**config.mk**
```make
export PLATFORM = sky130hd
export DESIGN_NAME = logo_sprite_engine
export DESIGN_NICKNAME = d
export VERILOG_FILES = /design/src/rtl/logo_sprite_engine.sv
export SDC_FILE = /design/constraint.sdc
export NUM_CORES = 1
export LEC_CHECK = 0
export CORE_ASPECT_RATIO = 0.75
export CORE_MARGIN = 10
export CORE_UTILIZATION = 50
export DETAILED_ROUTE_END_ITERATION = 12
export GPL_TIMING_DRIVEN = 1
export PLACE_DENSITY = 0.75
export SKIP_LAST_GASP = 1
export SYNTH_ARGS = -nofsm -noshare
export SYNTH_HDL_FRONTEND = slang
export SYNTH_SLANG_ARGS = --single-unit
export TNS_END_PERCENT = 10
```
**constraint.sdc**
```tcl
create_clock -name clk -period 7.1 [get_ports clk]
set_clock_uncertainty 0.15 [all_clocks]
set_input_delay 1.42 -clock clk [delete_from_list [all_inputs] [get_ports clk]]
set_output_delay 1.42 -clock clk [all_outputs]
set_load 0.1 [all_outputs]
```
**src/rtl/logo_sprite_engine.sv**
```systemverilog
// Bouncing-logo pixel stage: owns logo position, addresses the logo ROM and
// produces RRRGGGBB colour two cycles after the pixel coordinates, syncs aligned.
module logo_sprite_engine #(
  parameter int          H_RES     = 640,
  parameter int          V_RES     = 480,
  parameter int          LOGO_W    = 160,
  parameter int          LOGO_H    = 120,
  parameter int          STEP      = 2,
  parameter logic [7:0]  BG_COLOR  = 8'h00,
  parameter bit          KEY_EN    = 1'b1,
  parameter logic [7:0]  KEY_COLOR = 8'hE3
) (
  input  logic        clk,
  input  logic        rst_n,
  input  logic [9:0]  pixel_x,
  input  logic [9:0]  pixel_y,
  input  logic        video_on,
  input  logic        hsync_in,
  input  logic        vsync_in,
  input  logic        frame_tick,
  input  logic        pause,
  output logic [15:0] rom_addr,
  output logic        rom_re,
  output logic        rom_ce,
  input  logic [7:0]  rom_data,
  output logic [7:0]  rgb,
  output logic        hsync_out,
  output logic        vsync_out
);

  localparam int X_MAX = H_RES - LOGO_W;
  localparam int Y_MAX = V_RES - LOGO_H;

  typedef enum logic {MOVE_POS = 1'b0, MOVE_NEG = 1'b1} dir_e;

  dir_e        dir_x_q, dir_x_d, dir_y_q, dir_y_d;
  logic [9:0]  logo_x_q, logo_x_d, logo_y_q, logo_y_d;

  logic [15:0] rom_addr_q, rom_addr_d;
  logic        hit_q, vid_q;
  logic [7:0]  rgb_q, rgb_d;
  logic [1:0]  hs_q, vs_q;

  logic [10:0] x_end, y_end;
  logic        hit;
  logic [9:0]  dx, dy;
  logic [16:0] addr_full;
  logic        unused_addr_msb;

  function automatic logic [7:0] pix_color(input logic vid, input logic hit_in,
                                           input logic [7:0] data);
    if (!vid)
      return 8'h00;
    else if (hit_in && !(KEY_EN && data == KEY_COLOR))
      return data;
    else
      return BG_COLOR;
  endfunction

  // Motion FSM: one step per unpaused frame tick, clamped at the screen edge.
  always_comb begin
    logo_x_d = logo_x_q;
    logo_y_d = logo_y_q;
    dir_x_d  = dir_x_q;
    dir_y_d  = dir_y_q;
    if (frame_tick && !pause) begin
      case (dir_x_q)
        MOVE_POS: begin
          if ({1'b0, logo_x_q} + 11'(STEP) >= 11'(X_MAX)) begin
            logo_x_d = 10'(X_MAX);
            dir_x_d  = MOVE_NEG;
          end else begin
            logo_x_d = logo_x_q + 10'(STEP);
          end
        end
        default: begin
          if (logo_x_q <= 10'(STEP)) begin
            logo_x_d = '0;
            dir_x_d  = MOVE_POS;
          end else begin
            logo_x_d = logo_x_q - 10'(STEP);
          end
        end
      endcase
      case (dir_y_q)
        MOVE_POS: begin
          if ({1'b0, logo_y_q} + 11'(STEP) >= 11'(Y_MAX)) begin
            logo_y_d = 10'(Y_MAX);
            dir_y_d  = MOVE_NEG;
          end else begin
            logo_y_d = logo_y_q + 10'(STEP);
          end
        end
        default: begin
          if (logo_y_q <= 10'(STEP)) begin
            logo_y_d = '0;
            dir_y_d  = MOVE_POS;
          end else begin
            logo_y_d = logo_y_q - 10'(STEP);
          end
        end
      endcase
    end
  end

  // Stage 1: hit test and ROM address against the current logo position.
  always_comb begin
    x_end     = {1'b0, logo_x_q} + 11'(LOGO_W - 1);
    y_end     = {1'b0, logo_y_q} + 11'(LOGO_H - 1);
    hit       = video_on &&
                (pixel_x >= logo_x_q) && ({1'b0, pixel_x} <= x_end) &&
                (pixel_y >= logo_y_q) && ({1'b0, pixel_y} <= y_end);
    dx        = pixel_x - logo_x_q;
    dy        = pixel_y - logo_y_q;
    addr_full = {7'd0, dy} * 17'(LOGO_W) + {7'd0, dx};
    rom_addr_d = hit ? addr_full[15:0] : rom_addr_q;
  end

  assign unused_addr_msb = addr_full[16];

  // Stage 2: colour from ROM data returned for the stage-1 address.
  always_comb begin
    rgb_d = pix_color(vid_q, hit_q, rom_data);
  end

  always_ff @(posedge clk) begin
    if (!rst_n) begin
      logo_x_q   <= '0;
      logo_y_q   <= '0;
      dir_x_q    <= MOVE_POS;
      dir_y_q    <= MOVE_POS;
      rom_addr_q <= '0;
      hit_q      <= 1'b0;
      vid_q      <= 1'b0;
      rgb_q      <= '0;
      hs_q       <= '0;
      vs_q       <= '0;
    end else begin
      logo_x_q   <= logo_x_d;
      logo_y_q   <= logo_y_d;
      dir_x_q    <= dir_x_d;
      dir_y_q    <= dir_y_d;
      rom_addr_q <= rom_addr_d;
      hit_q      <= hit;
      vid_q      <= video_on;
      rgb_q      <= rgb_d;
      hs_q       <= {hs_q[0], hsync_in};
      vs_q       <= {vs_q[0], vsync_in};
    end
  end

  assign rom_addr  = rom_addr_q;
  assign rom_re    = hit_q;
  assign rom_ce    = hit_q;
  assign rgb       = rgb_q;
  assign hsync_out = hs_q[1];
  assign vsync_out = vs_q[1];

endmodule

```
==> notes.md, run 1 <==
run results: status=finished clean, DPL Wire Length=10,200 um, Vias=4,691, Clock-cell share=2.98%, Top logic family=AND-OR/OR-AND gates, cycle use final=80.4%, most crowded layer after global routing=met2, Non-CTS buffers=64, fraction of area in multi-input gates=62.9%, EDFF count, synth=0, Max Root-Sink Buffers=2, Largest register FFs=16, and+or+nand+nor area frac=19.0%, well tap count=132, I/O Buffers=62, H-Tree Depth=2, DRC=0, yosys cell count=598, Cell Area, Synth=4860 um^2, Top delay family on crit path=adder cells, Hold Vio Cnt, Final=0, pin count of the biggest net entering global routing=29, post-cts sizing count=0, flop-to-flop setup slack=2.24 ns, inverters=36, cell with the most instances after synthesis=ha_1, DR WL met3=931 um, GPL Wtd Cong=0.961, ys flop type=dfxtp_1, Hold Slack=0.290 ns, slew margin rel.=32.5%, Worst R2R Start=logo_y_q[1]$_SDFFE_PN0P_, RSZ-0062 raised after global routing=false, crit path max-delay cell type=fa_1, Combinational Area=3560 um^2, CP Class=input pin to register, vias per inst=6.08, Register-to-Register Path Depth=19, Mux area share=0.463%, Leak=2.16 nW, register share after synthesis=20.6%, final slew viol count=0, AO/OA Area Share=28.3%, cell-internal power=0.727 mW, DR iter-0 viols=462, Flop+latch power=0.309 mW, Synth area leader=dfxtp_1, met1 usage=25.3%, WL met1=6140 um, DP Area=5500 um^2, slew of the pin with the lowest slew margin=1.01 ns, P&R area growth vs syn=16.7%, post-layout min period=5.71 ns, highest routing layer actually used=met4, top cells by count=ha_1 (62), dfxtp_1 (50), a21oi_1 (47), Dominant cell area share=20.6%, start point of the critical path=pixel_y[1], Setup WS post-layout=1.39 ns, min-delay worst type=register to register, max incr delay on CP=0.55 ns, CP arrival=5.71 ns, Seq cells post-synth=50, CP endpoint kind=register, Core Footprint=9580 um^2, Logic pwr share=52.3%, fill count=866, Main power group=combinational logic, DR WL met2=5980 um, global route total overflow=0, synthesized area per cell=8.13 um^2, Skew-Pair Late Insertion Delay=0.29 ns, crit path launch type=input pin, YS chip area=4860 um^2, dominant kind of cell=multi-input combinational cells, drt first pass iters=5, GR Util All Layers=18.3%, Comb gates=482, Data buffer area share=11.2%, post-CTS setup buffers=0, wire length per cell=17.1 um, xor+xnor area frac=7.75%, Adders+Majority by Area=17.6%, net load switching power=0.505 mW, final WL=13,200 um, Synthesis Warnings=0, Die Area=14,100 um^2, most numerous logic cells after layout=ha_1 (62), clkdlybuf4s50_1 (62), dfxtp_1 (50), a21oi_1 (47), nor2_1 (40), dpl ws=1.09 ns, Final setup viols=0, critical-path cell list=clkdlybuf4s50_1 -> inv_1 -> fa_1 -> nor2b_1 -> o21a_1 -> nor2_1 -> xnor2_1 -> ha_1 -> inv_1 -> fa_1 -> inv_1 -> ha_1 -> o21ai_0 -> a21oi_1 -> o2111ai_1 -> nor4_2 -> xnor2_1 -> xnor2_1 -> xor2_1 -> o41ai_2, first-pass GRT wire length=22,100 um, post-route ant nets=0, clk sinks=50, asr flop ratio synth=0%, Final Net Count=740, top cells, area=dfxtp_1 (21%), ha_1 (16%), xnor2_1 (5.6%)
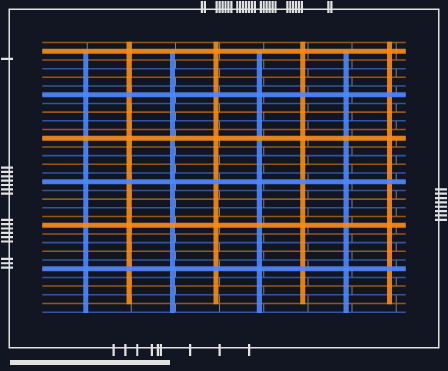
Figure 1: run 1, power grid.
The bar under the picture is 50 um long. Pins as bars on the die edge. Tap cells in gray.
Key: VDD = orange; VSS = blue
The core has 31 rows. 8 straps on met4.
chip width: 134 um
Die H: 105 um

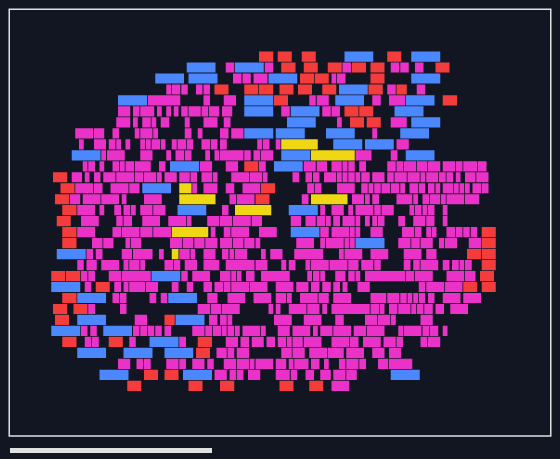
Figure 2: run 1, placed cells, one color a class.
The bar under the picture is 50 um long.
Key: other buffers and delay cells = red [cells 64, share of their area 12%]; clock drivers and dummy loads = yellow [cells 8, share of their area 3.1%]; flip-flops = blue [cells 50, share of their area 18%]; all other logic = magenta [cells 518, share of their area 67%]
Post-Route Utilization: 59.2%
row count: 31
Finished Cell Area: 5670 um^2

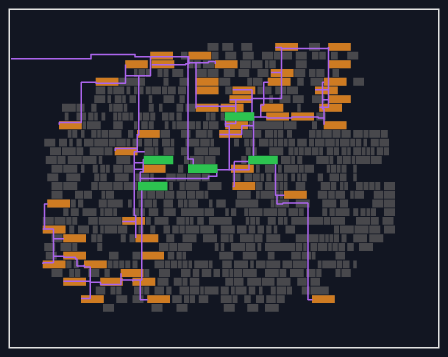
Figure 3: run 1, clock distribution.
Key: clock wires = purple [length 739 um]; cells driving clock nets = green [count 5]; flip-flops = orange [count 50]
There are 6 routed clock nets.
Clk power: 0.279 mW
Clock power frac: 22.7%

--- run 2 (diff from run 1) ---
clock period = 5.8 ns   (was 7.1 ns; I/O delays follow)
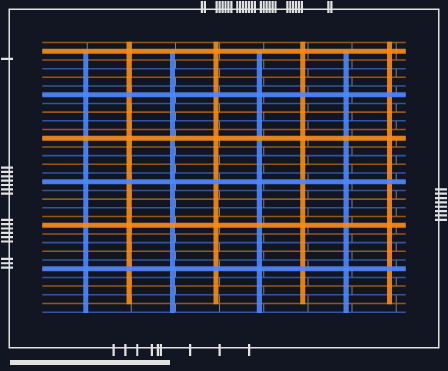
Figure 4: run 2, power grid.
The bar under the picture is 50 um long. Pins as bars on the die edge. Tap cells in gray.
Key: VDD = orange; VSS = blue
6 straps on met5. 63 signal pins sit on the boundary. 8 straps on met4. 32 met1 rails follow the rows.
peak supply drop: 0.134 mV
Core Footprint: 9580 um^2

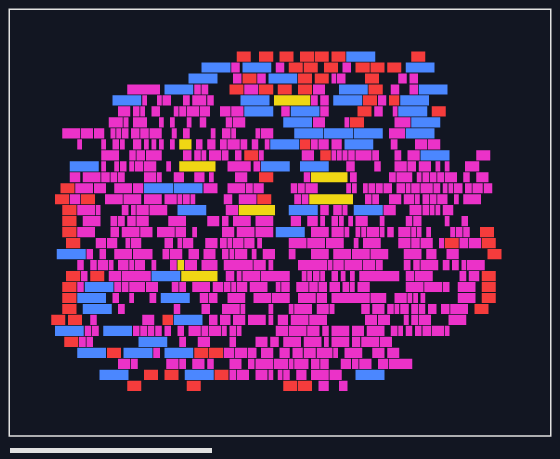
Figure 5: run 2, placed cells, one color a class.
The bar under the picture is 50 um long.
Key: other buffers and delay cells = red [cells 66, share of their area 12%]; all other logic = magenta [cells 518, share of their area 67%]; flip-flops = blue [cells 50, share of their area 18%]; clock drivers and dummy loads = yellow [cells 8, share of their area 3.1%]
flop share of the area: 17.6%
Finished Cell Area: 5690 um^2
Post-Route Utilization: 59.4%

==> run 2 against run 1 <==
Net effect:
- sequential cell count unchanged
- global-route usage is 0.28 points lower
- synthesized cell count stayed put
- critical path depth is the same
- hold slack gained 0.0012 ns
- largest cell class unchanged
==> notes.md, run 2 <==
run results: cycle use final=93.0%, Clk power=0.346 mW (+24%), Worst Hold End=hs_q[1]$_SDFF_PN0_, chip width=134 um (unchanged), ys flop type=dfxtp_1, Comb gates=482 (unchanged), global route total overflow=0 (unchanged), DP Area=5520 um^2 (+0.27%), I/O Buffers=62 (unchanged), Worst R2R Start=logo_y_q[3]$_SDFFE_PN0P_, critical-path cell list=clkdlybuf4s50_1 -> inv_1 -> fa_1 -> nor2b_1 -> o21a_1 -> nor2_1 -> xnor2_1 -> ha_1 -> inv_1 -> fa_1 -> inv_1 -> ha_1 -> o21ai_0 -> a21oi_2 -> o2111ai_1 -> nor4_2 -> xnor2_1 -> xnor2_1 -> xor2_1 -> o41ai_2, Leak=2.17 nW (+0.49%), slew margin rel.=33.0% (+0.45 points), CP Class=input pin to register, start point of the critical path=pixel_y[1], cell with the most instances after synthesis=ha_1, Data buffer area share=11.4% (+0.23 points), DR WL met3=862 um (-7.4%), max incr delay on CP=0.54 ns (about the same), Dominant cell area share=20.6% (unchanged), DPL Wire Length=10,200 um (-0.34%), drt first pass iters=5 (unchanged), WL met1=6310 um (+2.9%), Die H=105 um (unchanged), DRC=0 (unchanged), Synth area leader=dfxtp_1, Flop+latch power=0.376 mW (+22%), H-Tree Depth=2 (unchanged), Main power group=combinational logic, Critical Path Stages=20, Non-CTS buffers=66 (+3.1%), Skew-Pair Late Insertion Delay=0.29 ns (about the same), top cells by count=ha_1 (62), dfxtp_1 (50), a21oi_1 (47), GR Util All Layers=18.0% (-0.28 points), Register-to-Register Path Depth=16 (-3), pin count of the biggest net entering global routing=29 (unchanged), Hold Path Origin=hs_q[0]$_SDFF_PN0_, CP endpoint=rom_addr[15]$_SDFFE_PN0P_, top cells, area=dfxtp_1 (21%), ha_1 (16%), xnor2_1 (5.6%), most crowded layer after global routing=met2, Hold-fix buffers, CTS=0, met1 usage=25.5% (+0.26 points), Root Buffer=clkbuf_16, P_comb=0.794 mW, min-delay worst type=register to register, Max Root-Sink Buffers=2 (unchanged), DR iter-0 viols=407 (-12%), wire length per cell=17.0 um (-0.58%), inverters=36 (unchanged), row count=31 (unchanged), flop-to-flop setup slack=1.21 ns (-1.03 ns), Final setup viols=0 (unchanged), Final Net Count=742 (+0.27%), first-pass GRT wire length=21,600 um (-2.1%), antenna violations before repair=0, TNS Setup=0 ns, YS chip area=4860 um^2 (unchanged), highest routing layer actually used=met4, dpl ws=0.0293 ns (-1.06 ns), Hold Path Depth=1, status=finished clean, most numerous logic cells after layout=ha_1 (62), clkdlybuf4s50_1 (62), dfxtp_1 (50), a21oi_1 (46), nor2_1 (40), DR WL met2=5870 um (-1.7%), register share after synthesis=20.6% (unchanged), crit path launch type=input pin, Logic pwr share=52.4% (about the same), and+or+nand+nor area frac=19.0% (unchanged), xor+xnor area frac=7.75% (unchanged), ratio of cells with drive above 1 in the final layout=5.92%, Die Area=14,100 um^2 (unchanged), Cell Area, Synth=4860 um^2 (unchanged), net load switching power=0.624 mW (+23%), Clock power frac=22.8% (about the same), Synthesis Warnings=0 (unchanged), Reg area=1000 um^2, final WL=13,100 um (-0.32%), cell-internal power=0.891 mW (+23%), yosys cell count=598 (unchanged), PD cells=266 nW/um^2, fraction of area in multi-input gates=62.7% (-0.14 points), vias per inst=5.99 (-1.4%), CP arrival=5.40 ns (-0.31 ns), Clock-cell share=2.97% (-0.0098 points), starting density of the core=50.7%, I/O pin count=63, Mux area share=0.463% (unchanged), Hold Vio Cnt, Final=0 (unchanged), asr flop ratio synth=0% (unchanged), crit path max-delay cell type=clkdlybuf4s50_1, post-cts sizing count=0 (unchanged), Switching Fraction=41.2%, CP endpoint kind=register, post-CTS setup buffers=0 (unchanged), dominant kind of cell=multi-input combinational cells, AO/OA Area Share=28.3% (unchanged), synthesized area per cell=8.13 um^2 (unchanged), P&R area growth vs syn=17.0%, sequential power share=24.8%, RSZ-0062 raised after global routing=false, Top delay family on crit path=adder cells, Adders+Majority by Area=17.6% (unchanged), slew of the pin with the lowest slew margin=1.00 ns (-0.00670 ns), final slew viol count=0 (unchanged), EDFF count, synth=0 (unchanged), M2 GR Usage=28.0%, Vias=4,639 (-1.1%), Largest register FFs=16 (unchanged), Combinational Area=3570 um^2 (+0.11%), Top logic family=AND-OR/OR-AND gates, Setup WS post-layout=0.403 ns (-0.991 ns), post-route ant nets=0 (unchanged), GPL Wtd Cong=0.959 (-0.24%), clk sinks=50 (unchanged), Seq cells post-synth=50 (unchanged), CTS tree=done, max frequency=185 MHz, Placed Cells=766, Hold Slack=0.292 ns (+0.00116 ns), post-layout min period=5.40 ns
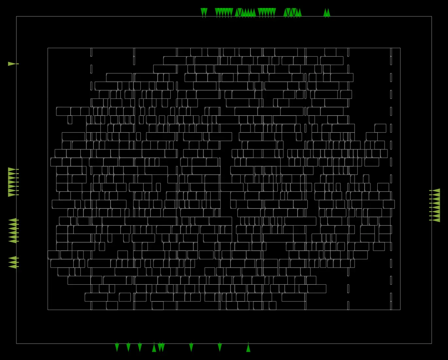
Figure 6: run 2, cell outlines without signal wires.
fill count: 880
Post-Layout Cell Count: 774
well tap count: 132
layout sequential cell count: 50

Power and IR drop assume default switching activity.
